Figure 1. Placement density heat map.
The bar under the picture is 50 um long. The die is cut into 24 by 15 equal tiles; dark purple is low, yellow is high, 0 to 100% covered.
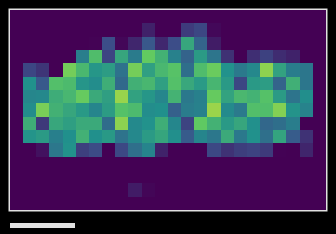
Figure 2. Register map, names as in the netlist.
The bar under the picture is 50 um long. Other sequential cells in the stronger gray, the rest of the logic in the fainter gray.
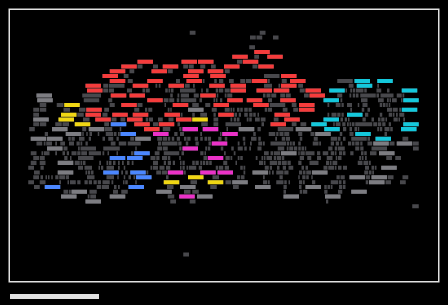
Figure 3. Wire density map.
The die is cut into 24 by 15 equal tiles; dark purple is low, yellow is high, scaled to the fullest tile. Values are wire area over tile area, all layers added.
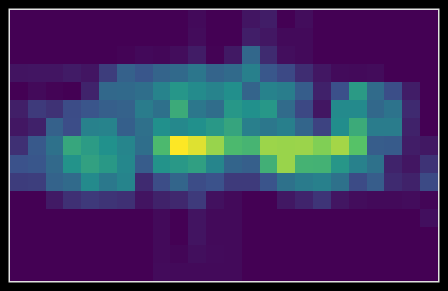
Figure 4. Clock routing.
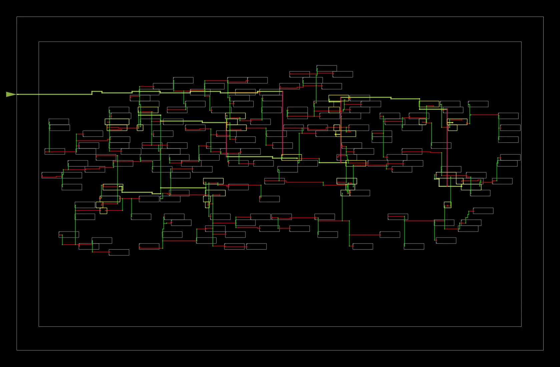
Figure 5. Signal wires by layer.
Only two layers are drawn.
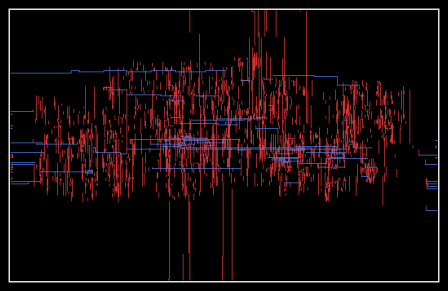
Design sd_writer, sky130hd; sources not shown.
==> summary.json <==
{
  "status": {
    "run_status": "completed"
  },
  "critical_path": {
    "timing.reg2reg.worst_path_depth": 8,
    "worstPathMaxFanout": 10,
    "timing.critical_path.required_ns": 4.41
  },
  "routing": {
    "final_antenna_net_count": 0,
    "met2_length_mm": 7.09,
    "met3_length_mm": 1.23,
    "m1WireLength_mm": 10.7,
    "post_drt_via_cell_ratio": 4.84,
    "first_pass_detailed_route_iteration_total": 5
  },
  "clock_network": {
    "clock_tree.buffer_depth": 2,
    "cts-htree-levels": 4,
    "clock-sinks": 148
  },
  "logic_synthesis": {
    "syn-mean-instance-area_um2": 10.3,
    "synth_nets": 753,
    "seq_area_frac_synth": 0.503,
    "flop_cell": "dfrtp_1",
    "yosysTopAreaCell": "dfrtp_1"
  },
  "global_route": {
    "gr-usage-met1": 0.165,
    "met3_usage": 0.0336,
    "via_count_of_the_first_global_routing_pass": 5424,
    "initial_antenna_violation_count": 0,
    "pin_count_of_the_biggest_net_entering_global_routing": 90
  },
  "place": {
    "place_area_mm2": 0.00827
  },
  "layout": {
    "largest_register_ffs": 64,
    "most-common-layout-cells": "dfrtp_1, o21ai_0, nand2_1",
    "final_cell_area_mm2": 0.00886,
    "lay_top_count": "dfrtp_1"
  },
  "final_timing": {
    "period_used_share": 0.672,
    "hold_viol": 0,
    "fmax_ghz": 0.304,
    "layout_min_cycle_time_ns": 3.29,
    "fin_setup_tns_ns": 0
  },
  "die": {
    "floorplan.rows": 48
  },
  "power": {
    "seq_power_share": 0.367,
    "power_density_mw_per_mm2": 572,
    "power_switching_share": 0.382,
    "total_leakage_power_nw": 3.86,
    "intPower_mw": 3.13
  },
  "job": {
    "total_number_of_warnings_across_the_stage_logs": 31,
    "drv_cap": 0
  }
}
About Figure 1:
52% of the tiles are nearly empty. The emptiest ninth of the die: south-east. The mean over all tiles is 23%. The densest ninth of the die: center.
utilization after layout: 0.307
standard cell core area: 0.0289 mm^2
core utilization at floorplan: 0.255

About Figure 2:
Yellow stands for shift_q, flops 8. Magenta stands for sent_q, flops 11, where center. Blue stands for len_q, flops 10. Cyan stands for tmo_q, flops 16. Red stands for crc_q, flops 64.
Another 39 sequential cells are not colored.
flop share of the area: 0.418
flip-flop and latch area: 0.00370 mm^2
power drawn by the sequential cells: 1.86 mW

About Figure 3:
41% of the tiles are nearly empty. 9.4% of the tiles are over half the peak. The densest ninth of the die: center. The emptiest ninth of the die: south-east.
average routed wire per standard cell: 16.2 um
total number of vias: 5730

About Figure 4:
insertion delay of the later-clocked pin in the worst-skew pair: 0.43 ns
worst clock skew on the final layout: 0.00967 ns
Clock group: 1.33 mW
CLK BUF: 19
Flops: 148

About Figure 5:
Red stands for met2, wire length 7090 um. Blue stands for met3, wire length 1230 um.
total wire length after detailed routing: 19.1 mm
GRT Resource Usage Total: 0.105

## synthesized netlist by cell type (3+ instances only)
cell      instances
a22oi_1          12
or3_1             4
nor2_1           47
buf_4             3
o21ai_0          62
xnor2_1          10
nor2b_1           5
nor4_1            3
nand2b_1         13
a31o_2            3
and3_1           13
o31ai_1           8
clkbuf_1         17
mux2_2           22
a21oi_1          24
a22o_1           53
nand3_1          28
dfrtp_1         148
a31oi_1           6
xor2_1           19
nand4_1          16
mux2i_1           6
a21o_1            7
a211oi_1          7
nand2_1          57
and2_1            3
inv_1            22
o21bai_1          3
ha_1             15
or2_2             4
nor3_1           11
buf_2            15
## kinds of logic after synthesis
kind of cell / count (synthesis) / synth area share
flip-flops: 148 / 0.503
adder cells (fa/ha/maj): 15 / 0.0255
AND/OR/NAND/NOR: 223 / 0.158
buffers and inverters: 61 / 0.0372
AND-OR/OR-AND: 207 / 0.198
XOR/XNOR: 29 / 0.0345
multiplexers: 29 / 0.0439
## area by class of cell
class                      count  share of cell area
sequential                   148               0.418
tap                          400              0.0565
multi-input combinational    503               0.382
inverter                      23             0.00975
timing repair buffer          39              0.0462
clock inverter                13              0.0154
clock buffer                  19              0.0511
buffer                        38              0.0212
## critical path, cell delays in order, from the launching register on
cell and delay [ns]:
dfrtp_1 0.48, buf_2 0.27, buf_1 0.40, nand2b_1 0.28
o21ai_0 0.10, a21oi_1 0.16, or2_2 0.14, clkdlybuf4s50_1 0.54
## power by group through the flow
stage	Sequential (mW)	Combinational, mW	Clock [mW]
after CTS	1.85	1.88	1.35
after detailed placement	1.87	1.86	0
after global routing	1.91	2.08	1.41
after floorplan	1.79	1.30	0
after global placement	1.87	1.83	0
final	1.86	1.88	1.33
Power and IR drop assume default switching activity.
